### config.mk
export PLATFORM = sky130hd
export DESIGN_NAME = bank_access_arbiter_flat
export DESIGN_NICKNAME = d
export VERILOG_FILES = /design/src/rtl/bank_access_arbiter_pkg.sv /design/src/rtl/bank_access_arbiter_if.sv /design/src/rtl/bank_access_arbiter_wr_port_arb.sv /design/src/rtl/bank_access_arbiter.sv /design/src/flat_wrapper.sv
export SDC_FILE = /design/constraint.sdc
export NUM_CORES = 1
export LEC_CHECK = 0
export ABC_AREA = 1
export CAP_MARGIN = 20
export CORE_ASPECT_RATIO = 0.75
export CORE_UTILIZATION = 42
export CTS_CLUSTER_SIZE = 30
export DETAILED_ROUTE_END_ITERATION = 6
export PLACE_DENSITY_LB_ADDON = 0.15
export SKIP_CTS_REPAIR_TIMING = 1
export SLEW_MARGIN = 20
export SYNTH_ARGS = -nofsm -noshare
export SYNTH_HDL_FRONTEND = slang
export SYNTH_HIERARCHICAL = 1
export SYNTH_SLANG_ARGS = --single-unit
### constraint.sdc
create_clock -name clk -period 3.7 [get_ports clk]
set_input_delay 0.74 -clock clk [delete_from_list [all_inputs] [get_ports clk]]
set_output_delay 0.74 -clock clk [all_outputs]
set_load 0.05 [all_outputs]
### src/rtl/bank_access_arbiter_pkg.sv
// Shared definitions for the activation-memory bank arbiter: default geometry,
// write-port FSM state encodings and the burst-counter sizing helper.
package bank_access_arbiter_pkg;

  localparam int unsigned ADDR_WIDTH_DEF = 13;
  localparam int unsigned DATA_WIDTH_DEF = 8;
  localparam int unsigned NUM_BANKS_DEF  = 8;
  localparam int unsigned BANK_W_DEF     = 3;
  localparam int unsigned MAX_BURST_DEF  = 4;
  localparam int unsigned STAT_W         = 16;

  typedef enum logic [1:0] {
    ST_IDLE   = 2'd0,
    ST_OWN_LD = 2'd1,
    ST_OWN_CP = 2'd2
  } wr_state_e;

  // Width of a counter that must hold 0 .. max_burst-1 (at least one bit)
  function automatic int unsigned burst_cnt_w(input int unsigned max_burst);
    return (max_burst > 1) ? int'($clog2(max_burst)) : 1;
  endfunction

endpackage

### src/rtl/bank_access_arbiter_if.sv
// Requester handshakes, bank pins and statistics of the bank access arbiter.
// slave = arbiter side, master = requesters plus memory wrapper side.
interface bank_access_arbiter_if
  import bank_access_arbiter_pkg::*;
#(
  parameter int unsigned ADDR_WIDTH = ADDR_WIDTH_DEF,
  parameter int unsigned DATA_WIDTH = DATA_WIDTH_DEF,
  parameter int unsigned NUM_BANKS  = NUM_BANKS_DEF,
  parameter int unsigned BANK_W     = BANK_W_DEF
);

  logic                            ld_req;
  logic [BANK_W-1:0]               ld_bank;
  logic [ADDR_WIDTH-1:0]           ld_addr;
  logic [DATA_WIDTH-1:0]           ld_data;
  logic                            ld_gnt;

  logic                            cp_req;
  logic                            cp_we;
  logic [BANK_W-1:0]               cp_bank;
  logic [ADDR_WIDTH-1:0]           cp_addr;
  logic [DATA_WIDTH-1:0]           cp_wdata;
  logic                            cp_gnt;
  logic                            cp_rvalid;
  logic [DATA_WIDTH-1:0]           cp_rdata;

  logic [NUM_BANKS-1:0]            mem_csen;
  logic [NUM_BANKS-1:0]            mem_rdena;
  logic [NUM_BANKS-1:0]            mem_wrenb;
  logic [ADDR_WIDTH-1:0]           mem_addr_a;
  logic [ADDR_WIDTH-1:0]           mem_addr_b;
  logic [DATA_WIDTH-1:0]           mem_data_b;
  logic [NUM_BANKS*DATA_WIDTH-1:0] mem_data_a;

  logic                            err_bank;
  logic [STAT_W-1:0]               stat_ld_wait;
  logic [STAT_W-1:0]               stat_cp_wait;

  modport slave (
    input  ld_req, ld_bank, ld_addr, ld_data,
    output ld_gnt,
    input  cp_req, cp_we, cp_bank, cp_addr, cp_wdata,
    output cp_gnt, cp_rvalid, cp_rdata,
    output mem_csen, mem_rdena, mem_wrenb, mem_addr_a, mem_addr_b, mem_data_b,
    input  mem_data_a,
    output err_bank, stat_ld_wait, stat_cp_wait
  );

  modport master (
    output ld_req, ld_bank, ld_addr, ld_data,
    input  ld_gnt,
    output cp_req, cp_we, cp_bank, cp_addr, cp_wdata,
    input  cp_gnt, cp_rvalid, cp_rdata,
    input  mem_csen, mem_rdena, mem_wrenb, mem_addr_a, mem_addr_b, mem_data_b,
    output mem_data_a,
    input  err_bank, stat_ld_wait, stat_cp_wait
  );

endinterface

### src/rtl/bank_access_arbiter_wr_port_arb.sv
// Write-port (port B) ownership FSM with bounded-burst round-robin between
// loader and compute writes; grants are combinational from state and request.
module bank_access_arbiter_wr_port_arb
  import bank_access_arbiter_pkg::*;
#(
  parameter int unsigned MAX_BURST = MAX_BURST_DEF
) (
  input  logic clk,
  input  logic rst_n,
  input  logic ld_wreq,
  input  logic cp_wreq,
  output logic ld_gnt_c,
  output logic cp_wgnt_c
);

  localparam int unsigned CNT_W = burst_cnt_w(MAX_BURST);
  localparam logic [CNT_W-1:0] CNT_LAST = CNT_W'(MAX_BURST - 1);

  wr_state_e        state_q, state_d;
  logic [CNT_W-1:0] cnt_q, cnt_d;
  logic [CNT_W-1:0] base_c;
  logic             serve_ld_c, serve_cp_c;

  always_ff @(posedge clk or negedge rst_n) begin
    if (!rst_n) begin
      state_q <= ST_IDLE;
      cnt_q   <= '0;
    end else begin
      state_q <= state_d;
      cnt_q   <= cnt_d;
    end
  end

  // Pick the writer served this cycle and the burst position it is served at;
  // a handover (idle start or owner dropping req) restarts the burst at 0.
  always_comb begin
    state_d    = state_q;
    cnt_d      = cnt_q;
    ld_gnt_c   = 1'b0;
    cp_wgnt_c  = 1'b0;
    serve_ld_c = 1'b0;
    serve_cp_c = 1'b0;
    base_c     = cnt_q;

    case (state_q)
      ST_IDLE: begin
        base_c = '0;
        if (ld_wreq)      serve_ld_c = 1'b1;
        else if (cp_wreq) serve_cp_c = 1'b1;
      end
      ST_OWN_LD: begin
        if (ld_wreq) serve_ld_c = 1'b1;
        else if (cp_wreq) begin
          serve_cp_c = 1'b1;
          base_c     = '0;
        end
      end
      ST_OWN_CP: begin
        if (cp_wreq) serve_cp_c = 1'b1;
        else if (ld_wreq) begin
          serve_ld_c = 1'b1;
          base_c     = '0;
        end
      end
      default: ;
    endcase

    if (serve_ld_c) begin
      ld_gnt_c = rst_n;
      if (cp_wreq && (base_c == CNT_LAST)) begin
        state_d = ST_OWN_CP;
        cnt_d   = '0;
      end else begin
        state_d = ST_OWN_LD;
        cnt_d   = (base_c == CNT_LAST) ? base_c : base_c + CNT_W'(1);
      end
    end else if (serve_cp_c) begin
      cp_wgnt_c = rst_n;
      if (ld_wreq && (base_c == CNT_LAST)) begin
        state_d = ST_OWN_LD;
        cnt_d   = '0;
      end else begin
        state_d = ST_OWN_CP;
        cnt_d   = (base_c == CNT_LAST) ? base_c : base_c + CNT_W'(1);
      end
    end else begin
      state_d = ST_IDLE;
      cnt_d   = '0;
    end
  end

endmodule

### src/rtl/bank_access_arbiter.sv
// Shares NUM_BANKS dual-port activation banks between the SPI loader and compute.
// Optional macro BANK_ARB_STATS_EN enables the write-wait statistics counters.
module bank_access_arbiter
  import bank_access_arbiter_pkg::*;
#(
  parameter int unsigned ADDR_WIDTH = ADDR_WIDTH_DEF,
  parameter int unsigned DATA_WIDTH = DATA_WIDTH_DEF,
  parameter int unsigned NUM_BANKS  = NUM_BANKS_DEF,
  parameter int unsigned BANK_W     = BANK_W_DEF,
  parameter int unsigned MAX_BURST  = MAX_BURST_DEF
) (
  input logic                  clk,
  input logic                  rst_n,
  bank_access_arbiter_if.slave arb
);

  logic                  ld_gnt_c, cp_wgnt_c;
  logic                  rd_fire_c, ld_fire_c, cp_wfire_c, wr_fire_c;
  logic [BANK_W-1:0]     wr_bank_c;
  logic [ADDR_WIDTH-1:0] wr_addr_c;
  logic [DATA_WIDTH-1:0] wr_data_c;
  logic [NUM_BANKS-1:0]  rd_hit_c, wr_hit_c;
  logic                  rd_oob_c, wr_oob_c;
  logic [NUM_BANKS-1:0]  rd_sel1_q, rd_sel2_q;
  logic                  rd_v1_q, rd_v2_q;
  logic [DATA_WIDTH-1:0] rd_slice_c;

  bank_access_arbiter_wr_port_arb #(
    .MAX_BURST (MAX_BURST)
  ) u_wr_arb (
    .clk       (clk),
    .rst_n     (rst_n),
    .ld_wreq   (arb.ld_req),
    .cp_wreq   (arb.cp_req & arb.cp_we),
    .ld_gnt_c  (ld_gnt_c),
    .cp_wgnt_c (cp_wgnt_c)
  );

  // Port A is uncontended, so every compute read is accepted immediately
  assign rd_fire_c  = arb.cp_req & ~arb.cp_we & rst_n;
  assign ld_fire_c  = arb.ld_req & ld_gnt_c;
  assign cp_wfire_c = arb.cp_req & arb.cp_we & cp_wgnt_c;
  assign wr_fire_c  = ld_fire_c | cp_wfire_c;

  assign arb.ld_gnt = ld_gnt_c;
  assign arb.cp_gnt = rd_fire_c | cp_wgnt_c;

  assign wr_bank_c = ld_fire_c ? arb.ld_bank : arb.cp_bank;
  assign wr_addr_c = ld_fire_c ? arb.ld_addr : arb.cp_addr;
  assign wr_data_c = ld_fire_c ? arb.ld_data : arb.cp_wdata;

  // Bank decode; a bank index with no matching bank decodes to all zeros
  always_comb begin
    rd_hit_c = '0;
    wr_hit_c = '0;
    for (int b = 0; b < NUM_BANKS; b++) begin
      if (rd_fire_c && (arb.cp_bank == BANK_W'(b))) rd_hit_c[b] = 1'b1;
      if (wr_fire_c && (wr_bank_c == BANK_W'(b)))   wr_hit_c[b] = 1'b1;
    end
  end

  assign rd_oob_c = rd_fire_c && (rd_hit_c == '0);
  assign wr_oob_c = wr_fire_c && (wr_hit_c == '0);

  // Returned word: the bank selected two edges ago, zero for an unmapped bank
  always_comb begin
    rd_slice_c = '0;
    for (int b = 0; b < NUM_BANKS; b++) begin
      if (rd_sel2_q[b]) rd_slice_c = arb.mem_data_a[b*DATA_WIDTH +: DATA_WIDTH];
    end
  end

  always_ff @(posedge clk or negedge rst_n) begin
    if (!rst_n) begin
      arb.mem_csen   <= '0;
      arb.mem_rdena  <= '0;
      arb.mem_wrenb  <= '0;
      arb.mem_addr_a <= '0;
      arb.mem_addr_b <= '0;
      arb.mem_data_b <= '0;
      rd_v1_q        <= 1'b0;
      rd_v2_q        <= 1'b0;
      rd_sel1_q      <= '0;
      rd_sel2_q      <= '0;
      arb.cp_rvalid  <= 1'b0;
      arb.cp_rdata   <= '0;
      arb.err_bank   <= 1'b0;
    end else begin
      arb.mem_csen  <= rd_hit_c | wr_hit_c;
      arb.mem_rdena <= rd_hit_c;
      arb.mem_wrenb <= wr_hit_c;
      if (rd_fire_c) arb.mem_addr_a <= arb.cp_addr;
      if (wr_fire_c) begin
        arb.mem_addr_b <= wr_addr_c;
        arb.mem_data_b <= wr_data_c;
      end
      rd_v1_q       <= rd_fire_c;
      rd_sel1_q     <= rd_hit_c;
      rd_v2_q       <= rd_v1_q;
      rd_sel2_q     <= rd_sel1_q;
      arb.cp_rvalid <= rd_v2_q;
      arb.cp_rdata  <= rd_slice_c;
      arb.err_bank  <= arb.err_bank | rd_oob_c | wr_oob_c;
    end
  end

`ifdef BANK_ARB_STATS_EN
  // Saturating count of cycles each writer requested without a grant
  always_ff @(posedge clk or negedge rst_n) begin
    if (!rst_n) begin
      arb.stat_ld_wait <= '0;
      arb.stat_cp_wait <= '0;
    end else begin
      if (arb.ld_req && !ld_gnt_c && (arb.stat_ld_wait != '1))
        arb.stat_ld_wait <= arb.stat_ld_wait + STAT_W'(1);
      if (arb.cp_req && arb.cp_we && !cp_wgnt_c && (arb.stat_cp_wait != '1))
        arb.stat_cp_wait <= arb.stat_cp_wait + STAT_W'(1);
    end
  end
`else
  assign arb.stat_ld_wait = '0;
  assign arb.stat_cp_wait = '0;
`endif

endmodule

### src/flat_wrapper.sv
// flat-port wrapper written by rule: the top's interface ports become plain ports
module bank_access_arbiter_flat import bank_access_arbiter_pkg::*;
#(
  parameter int unsigned ADDR_WIDTH = ADDR_WIDTH_DEF,
  parameter int unsigned DATA_WIDTH = DATA_WIDTH_DEF,
  parameter int unsigned NUM_BANKS  = NUM_BANKS_DEF,
  parameter int unsigned BANK_W     = BANK_W_DEF,
  parameter int unsigned MAX_BURST  = MAX_BURST_DEF
)
  (clk, rst_n, arb_ld_req, arb_ld_bank, arb_ld_addr, arb_ld_data, arb_ld_gnt, arb_cp_req, arb_cp_we, arb_cp_bank, arb_cp_addr, arb_cp_wdata, arb_cp_gnt, arb_cp_rvalid, arb_cp_rdata, arb_mem_csen, arb_mem_rdena, arb_mem_wrenb, arb_mem_addr_a, arb_mem_addr_b, arb_mem_data_b, arb_mem_data_a, arb_err_bank, arb_stat_ld_wait, arb_stat_cp_wait);
  bank_access_arbiter_if #(.ADDR_WIDTH(ADDR_WIDTH), .DATA_WIDTH(DATA_WIDTH), .NUM_BANKS(NUM_BANKS), .BANK_W(BANK_W)) arb_i ();
  input logic clk;
  input logic rst_n;
  input wire logic [$bits(arb_i.ld_req)-1:0] arb_ld_req;
  input wire logic [$bits(arb_i.ld_bank)-1:0] arb_ld_bank;
  input wire logic [$bits(arb_i.ld_addr)-1:0] arb_ld_addr;
  input wire logic [$bits(arb_i.ld_data)-1:0] arb_ld_data;
  output wire logic [$bits(arb_i.ld_gnt)-1:0] arb_ld_gnt;
  input wire logic [$bits(arb_i.cp_req)-1:0] arb_cp_req;
  input wire logic [$bits(arb_i.cp_we)-1:0] arb_cp_we;
  input wire logic [$bits(arb_i.cp_bank)-1:0] arb_cp_bank;
  input wire logic [$bits(arb_i.cp_addr)-1:0] arb_cp_addr;
  input wire logic [$bits(arb_i.cp_wdata)-1:0] arb_cp_wdata;
  output wire logic [$bits(arb_i.cp_gnt)-1:0] arb_cp_gnt;
  output wire logic [$bits(arb_i.cp_rvalid)-1:0] arb_cp_rvalid;
  output wire logic [$bits(arb_i.cp_rdata)-1:0] arb_cp_rdata;
  output wire logic [$bits(arb_i.mem_csen)-1:0] arb_mem_csen;
  output wire logic [$bits(arb_i.mem_rdena)-1:0] arb_mem_rdena;
  output wire logic [$bits(arb_i.mem_wrenb)-1:0] arb_mem_wrenb;
  output wire logic [$bits(arb_i.mem_addr_a)-1:0] arb_mem_addr_a;
  output wire logic [$bits(arb_i.mem_addr_b)-1:0] arb_mem_addr_b;
  output wire logic [$bits(arb_i.mem_data_b)-1:0] arb_mem_data_b;
  input wire logic [$bits(arb_i.mem_data_a)-1:0] arb_mem_data_a;
  output wire logic [$bits(arb_i.err_bank)-1:0] arb_err_bank;
  output wire logic [$bits(arb_i.stat_ld_wait)-1:0] arb_stat_ld_wait;
  output wire logic [$bits(arb_i.stat_cp_wait)-1:0] arb_stat_cp_wait;
  assign arb_i.ld_req = arb_ld_req;
  assign arb_i.ld_bank = arb_ld_bank;
  assign arb_i.ld_addr = arb_ld_addr;
  assign arb_i.ld_data = arb_ld_data;
  assign arb_ld_gnt = arb_i.ld_gnt;
  assign arb_i.cp_req = arb_cp_req;
  assign arb_i.cp_we = arb_cp_we;
  assign arb_i.cp_bank = arb_cp_bank;
  assign arb_i.cp_addr = arb_cp_addr;
  assign arb_i.cp_wdata = arb_cp_wdata;
  assign arb_cp_gnt = arb_i.cp_gnt;
  assign arb_cp_rvalid = arb_i.cp_rvalid;
  assign arb_cp_rdata = arb_i.cp_rdata;
  assign arb_mem_csen = arb_i.mem_csen;
  assign arb_mem_rdena = arb_i.mem_rdena;
  assign arb_mem_wrenb = arb_i.mem_wrenb;
  assign arb_mem_addr_a = arb_i.mem_addr_a;
  assign arb_mem_addr_b = arb_i.mem_addr_b;
  assign arb_mem_data_b = arb_i.mem_data_b;
  assign arb_i.mem_data_a = arb_mem_data_a;
  assign arb_err_bank = arb_i.err_bank;
  assign arb_stat_ld_wait = arb_i.stat_ld_wait;
  assign arb_stat_cp_wait = arb_i.stat_cp_wait;
  bank_access_arbiter #(.ADDR_WIDTH(ADDR_WIDTH), .DATA_WIDTH(DATA_WIDTH), .NUM_BANKS(NUM_BANKS), .BANK_W(BANK_W), .MAX_BURST(MAX_BURST)) u_core (.clk(clk), .rst_n(rst_n), .arb(arb_i));
endmodule
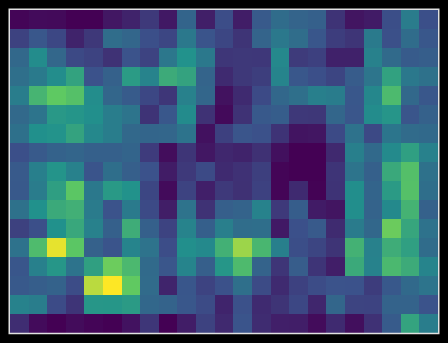
Fig. 1. Signal metal coverage by tile.
23 x 17 tiles, from dark purple (low) to yellow (high), scaled to the fullest tile. Values are wire area over tile area, all layers added.
The mean over all tiles is 0.19. 3.6% of the tiles are nearly empty. 15% of the tiles are over half the peak.

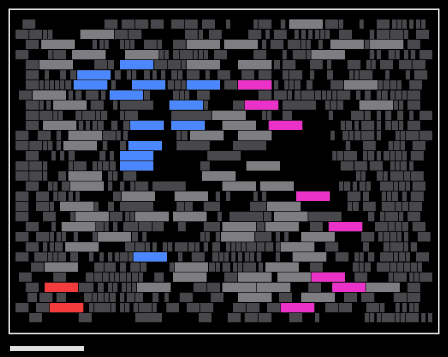
Fig. 2. Where the registers sit.
Scale bar: 20 µm. Other sequential cells in the stronger grey, the rest of the logic in the fainter grey.
u_core/rd_sel2_q: shown in magenta, placed flops 8. u_core/u_wr_arb/cnt_q: shown in red, placed flops 2. u_core/arb.mem_addr_b: shown in blue, placed flops 13.
Another 59 sequential cells are not coloured.

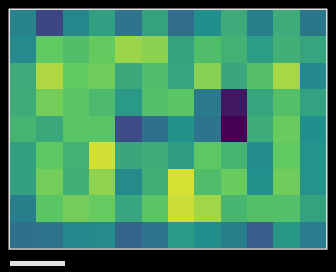
Fig. 3. Local utilization.
Scale bar: 20 µm. 12 x 9 tiles, from dark purple (low) to yellow (high), 0 to 100% covered.
20% of the tiles are over 75% full. The densest ninth of the die: west. 0.90% of the tiles are nearly empty. The mean over all tiles is 60%. The fullest tile reaches 94%.

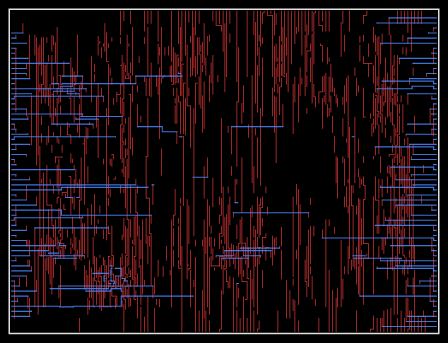
Fig. 4. Wiring by layer.
Only two layers are drawn.
metal 2: shown in red, wire length 5560 µm. metal 3: shown in blue, wire length 1230 µm.

[critical path, cell delays in order]
cell	delay, ns
clkdlybuf4s50_1	0.58
inv_1	0.10
nor2_1	0.14
nor2_1	0.11
inv_1	0.08
nor2_1	0.06
or2_2	0.32
buf_12	0.16
[metrics by stage]
stage | area [µm²] | setup slack [ns] | util [%] | power, mW | std cells
floorplan | 4140 | 0.833 | - | 1.60 | 534
global placement | 5840 | 0.763 | 63.7 | 1.94 | 795
detailed placement | 5840 | 0.608 | 63.7 | 1.95 | 795
CTS | 6130 | 0.699 | 67.0 | 2.83 | 811
global route | 6130 | 0.565 | 67.0 | 2.93 | 811
finish | 6130 | 0.677 | 67.0 | 2.81 | 811
[cell type report]
| cell class | instances | area, µm² | share of cell area, % |
|---|---|---|---|
| Clock buffer | 10 | 229 | 3.73 |
| Multi-Input combinational cell | 351 | 1560 | 25.4 |
| Inverter | 43 | 161 | 2.63 |
| Timing Repair Buffer | 191 | 1900 | 31.0 |
| Sequential cell | 82 | 2050 | 33.5 |
| Clock inverter | 6 | 67.6 | 1.10 |
| Tap cell | 128 | 160 | 2.61 |
[worst paths after layout]
check                                            from                        to  slack (ns)
setup / recovery                           arb_ld_req                arb_cp_gnt        0.68
min in group asynchronous                       rst_n  u_core/u_wr_arb/cnt_q[0]        0.48
max in group asynchronous                       rst_n    u_core/arb.mem_csen[6]        2.28
hold / removal                         u_core/rd_v1_q            u_core/rd_v2_q        0.35
hold reg to reg                        u_core/rd_v1_q            u_core/rd_v2_q        0.35
setup reg to reg           u_core/u_wr_arb/state_q[1]    u_core/arb.mem_csen[5]        1.56
[logic make-up after synthesis]
logic type,count (synthesis),share of synthesized area [%]
AOI/OAI and AO/OA,74,10.5
and+or+nand+nor,245,25.3
other,1,0.0932
buffers and inverters,101,13.2
DFF,82,51.0
==> results.yml <==
# flow metrics
outcome:
  outcome: "finished clean"
clock_tree:
  htree_levels: 3
  cts-root-buf: "clkbuf_16"
finish:
  mostFrequentLayoutCell: "clkdlybuf4s50_1"
  reg.largest.list: "u_core/arb.mem_addr_a: 13 flops, u_core/arb.mem_addr_b: 13 flops"
  fin_nets: 795
  fillers: 782
routing:
  drt_first_iter_violations: 204
  wl_met1_um: 4680
  highest_layer: "met4"
  drt-total-wl_um: 11600
  wl_met2_um: 5560
synth:
  yosys_warnings: 6
  flop_cell: "dfrtp_1"
  top_area_share_pct: 51.0
  post-synth-top-count-cell: "nand2_1"
  ys_types: 27
worst_setup_path:
  cp.arrival_ns: 2.28
  path_max_fanout: 4
  crit_type: "in -> out"
  critPathLaunchType: "input port"
  r2r_cells: 10
timing:
  finalHoldViolCount: 0
  finalSetupTns_ns: 0
  setup_viol: 0
  fin_crit_ns: 3.02
  max_slew_margin_pct: 58.4
  rsz0062_at_grt: "no"
  finalClockPeriodUsage_pct: 81.7
  fmaxAchievable_mhz: 331
power_and_ir_drop:
  switching_share_pct: 35.0
  clock_power_uw: 867
  p_leak_nw: 2.98
  power_sequential_mw: 1.05
  combPwrFrac_pct: 31.7
  ir_drop_mv: 0.278
grt:
  grt_max_degree: 45
  top_usage_layer: "met2"
  use_met2_pct: 39.2
floorplanning:
  rows: 30
  die_x_um: 115
  die_h_um: 86.8
  coreArea_um2: 9160
place:
  portBuffers: 186
No activity file was given, so power comes from the tool's default toggle rates.
